Fig. 1: routing congestion map
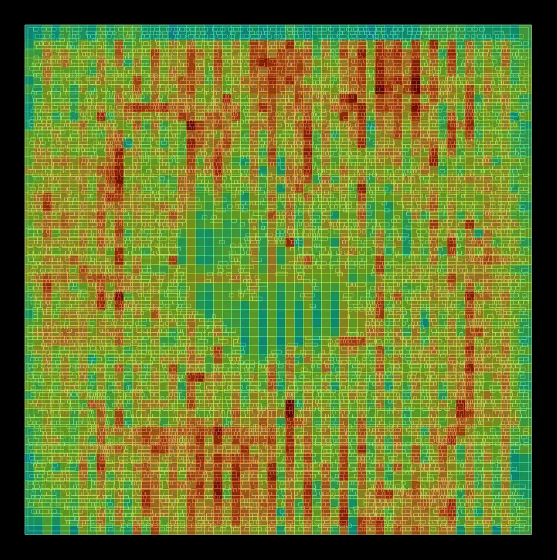
Fig. 2: close-up of the layout
Window x 282 to 302, y 88 to 108 um. Cells in grey, sequential cells in the stronger grey; small squares are vias.
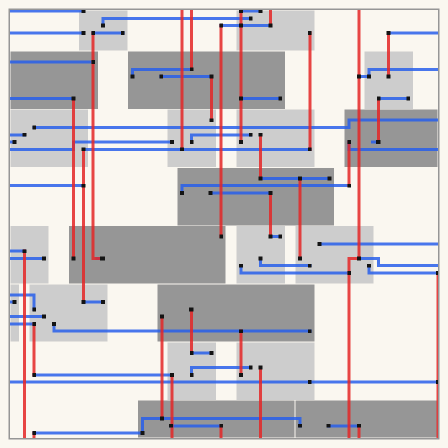
### src/rtl/adder_256.sv
// adder_256: 256-bit unsigned pipelined adder with carry-out.
// The carry chain is cut into SLICE_W-bit slices, with one slice added per stage.
// Each stage register holds four things:
//   - the sum slices computed so far,
//   - the carry out of the newest slice,
//   - the operand slices not yet added, shifted down so the next slice sits at bit 0,
//   - a valid bit.
// ready_in is a global enable: when low, every register holds its value.
module adder_256 #(
  parameter int unsigned WIDTH   = 256,
  parameter int unsigned SLICE_W = 64
) (
  input  logic             clk,
  input  logic             reset,
  input  logic [WIDTH-1:0] a,
  input  logic [WIDTH-1:0] b,
  input  logic             valid_in,
  input  logic             ready_in,
  output logic [WIDTH-1:0] s,
  output logic             cout,
  output logic             ready_out
);

  localparam int unsigned STAGES = WIDTH / SLICE_W;

  for (genvar k = 0; k < STAGES; k++) begin : g_stage
    localparam int unsigned SUM_W = (k + 1) * SLICE_W;
    localparam int unsigned REM_W = WIDTH - SUM_W;

    logic [SLICE_W-1:0] slice_a;
    logic [SLICE_W-1:0] slice_b;
    logic               carry_in;
    logic [SLICE_W:0]   slice_res;
    logic [SUM_W-1:0]   sum_d;
    logic [SUM_W-1:0]   sum_q;
    logic               carry_d;
    logic               carry_q;
    logic               valid_d;
    logic               valid_q;

    if (k == 0) begin : g_src
      // First slice comes straight from the ports; there is no carry-in.
      always_comb begin
        slice_a  = a[SLICE_W-1:0];
        slice_b  = b[SLICE_W-1:0];
        carry_in = 1'b0;
        valid_d  = valid_in;
        sum_d    = slice_res[SLICE_W-1:0];
      end
    end else begin : g_src
      // Later slices take the lowest pending operand slice and the carry from
      // the previous stage, and append the new sum slice above the lower ones.
      always_comb begin
        slice_a  = g_stage[k-1].g_ops.rem_a_q[SLICE_W-1:0];
        slice_b  = g_stage[k-1].g_ops.rem_b_q[SLICE_W-1:0];
        carry_in = g_stage[k-1].carry_q;
        valid_d  = g_stage[k-1].valid_q;
        sum_d    = {slice_res[SLICE_W-1:0], g_stage[k-1].sum_q};
      end
    end

    // One SLICE_W-bit add with carry; this is the only carry chain in the stage.
    always_comb begin
      slice_res = {1'b0, slice_a} + {1'b0, slice_b} + (SLICE_W + 1)'(carry_in);
      carry_d   = slice_res[SLICE_W];
    end

    // Stage register: synchronous reset; otherwise it loads only when downstream is ready.
    always_ff @(posedge clk) begin
      if (!reset) begin
        valid_q <= 1'b0;
        carry_q <= 1'b0;
        sum_q   <= '0;
      end else if (ready_in) begin
        valid_q <= valid_d;
        carry_q <= carry_d;
        sum_q   <= sum_d;
      end
    end

    if (REM_W > 0) begin : g_ops
      logic [REM_W-1:0] rem_a_d;
      logic [REM_W-1:0] rem_a_q;
      logic [REM_W-1:0] rem_b_d;
      logic [REM_W-1:0] rem_b_q;

      if (k == 0) begin : g_rem_src
        // Forward the upper operand slices that are still to be added.
        always_comb begin
          rem_a_d = a[WIDTH-1:SLICE_W];
          rem_b_d = b[WIDTH-1:SLICE_W];
        end
      end else begin : g_rem_src
        // Drop the slice consumed by this stage and shift the rest down.
        always_comb begin
          rem_a_d = g_stage[k-1].g_ops.rem_a_q[REM_W+SLICE_W-1:SLICE_W];
          rem_b_d = g_stage[k-1].g_ops.rem_b_q[REM_W+SLICE_W-1:SLICE_W];
        end
      end

      // Pending-operand register: same enable and reset as the rest of the stage.
      always_ff @(posedge clk) begin
        if (!reset) begin
          rem_a_q <= '0;
          rem_b_q <= '0;
        end else if (ready_in) begin
          rem_a_q <= rem_a_d;
          rem_b_q <= rem_b_d;
        end
      end
    end
  end

  // The last stage register is the output register.
  assign s         = g_stage[STAGES-1].sum_q;
  assign cout      = g_stage[STAGES-1].carry_q;
  assign ready_out = g_stage[STAGES-1].valid_q;

endmodule

### config.mk
export PLATFORM = sky130hd
export DESIGN_NAME = adder_256
export DESIGN_NICKNAME = d
export VERILOG_FILES = /design/src/rtl/adder_256.sv
export SDC_FILE = /design/constraint.sdc
export NUM_CORES = 2
export LEC_CHECK = 0
export CAP_MARGIN = 20
export CORE_AREA = 2 2 387 389
export CTS_CLUSTER_DIAMETER = 40
export DETAILED_ROUTE_END_ITERATION = 7
export DIE_AREA = 0 0 389 391
export GPL_ROUTABILITY_DRIVEN = 0
export HOLD_SLACK_MARGIN = 0.15
export PLACE_DENSITY_LB_ADDON = 0.08
export SYNTH_ARGS = -nofsm -noshare
export SYNTH_HDL_FRONTEND = slang
export SYNTH_SLANG_ARGS = --single-unit
export TNS_END_PERCENT = 20
### constraint.sdc
create_clock -name clk -period 6.04 [get_ports clk]
set_input_delay 1.812 -clock clk [delete_from_list [all_inputs] [get_ports clk]]
set_output_delay 1.812 -clock clk [all_outputs]
set_load 0.01 [all_outputs]
==> results.txt <==
run results: 1st-iter DRT viols=2588, reg2reg end=s[250], Signal inverters=about 62, Well Taps=slightly below 2000, row count=142, Num CTS Buffers=212, status=completed, placed cells=8983, Pleak=around 0.035 uW, hold_sp=g_stage[1].sum_q[117], final-layout clock buffer total=256, clock sinks=1416, Pwr Total=25100 uW, flip-flops with a built-in enable=0, Final setup viols=0, met1 wire length=79300 um, total number of vias=48100, DP Worst Slack=0.598 ns, Crit path max-delay family=AND-OR/OR-AND gates, Top Metal Used=met5, aoi share=0.0990, fa+ha+maj area frac=0.0499
-- Fig. 1 (at the start) --
met2 usage: 0.351
Finished Core Util: 0.557
GR Util All Layers: 0.222

-- Fig. 2 (at the start) --
- red: M2
- blue: M1
- sequential cells in the window: 8
- netlist names of flops here include: g_stage.sum_q (3), s (3), g_stage.g_ops.rem_a_q (2)
- most frequent: dfxtp_1 (8), mux2i_1 (6), nor2b_1 (5)
- cells with their middle in the window: 19

No activity file was given, so power comes from the tool's default toggle rates.
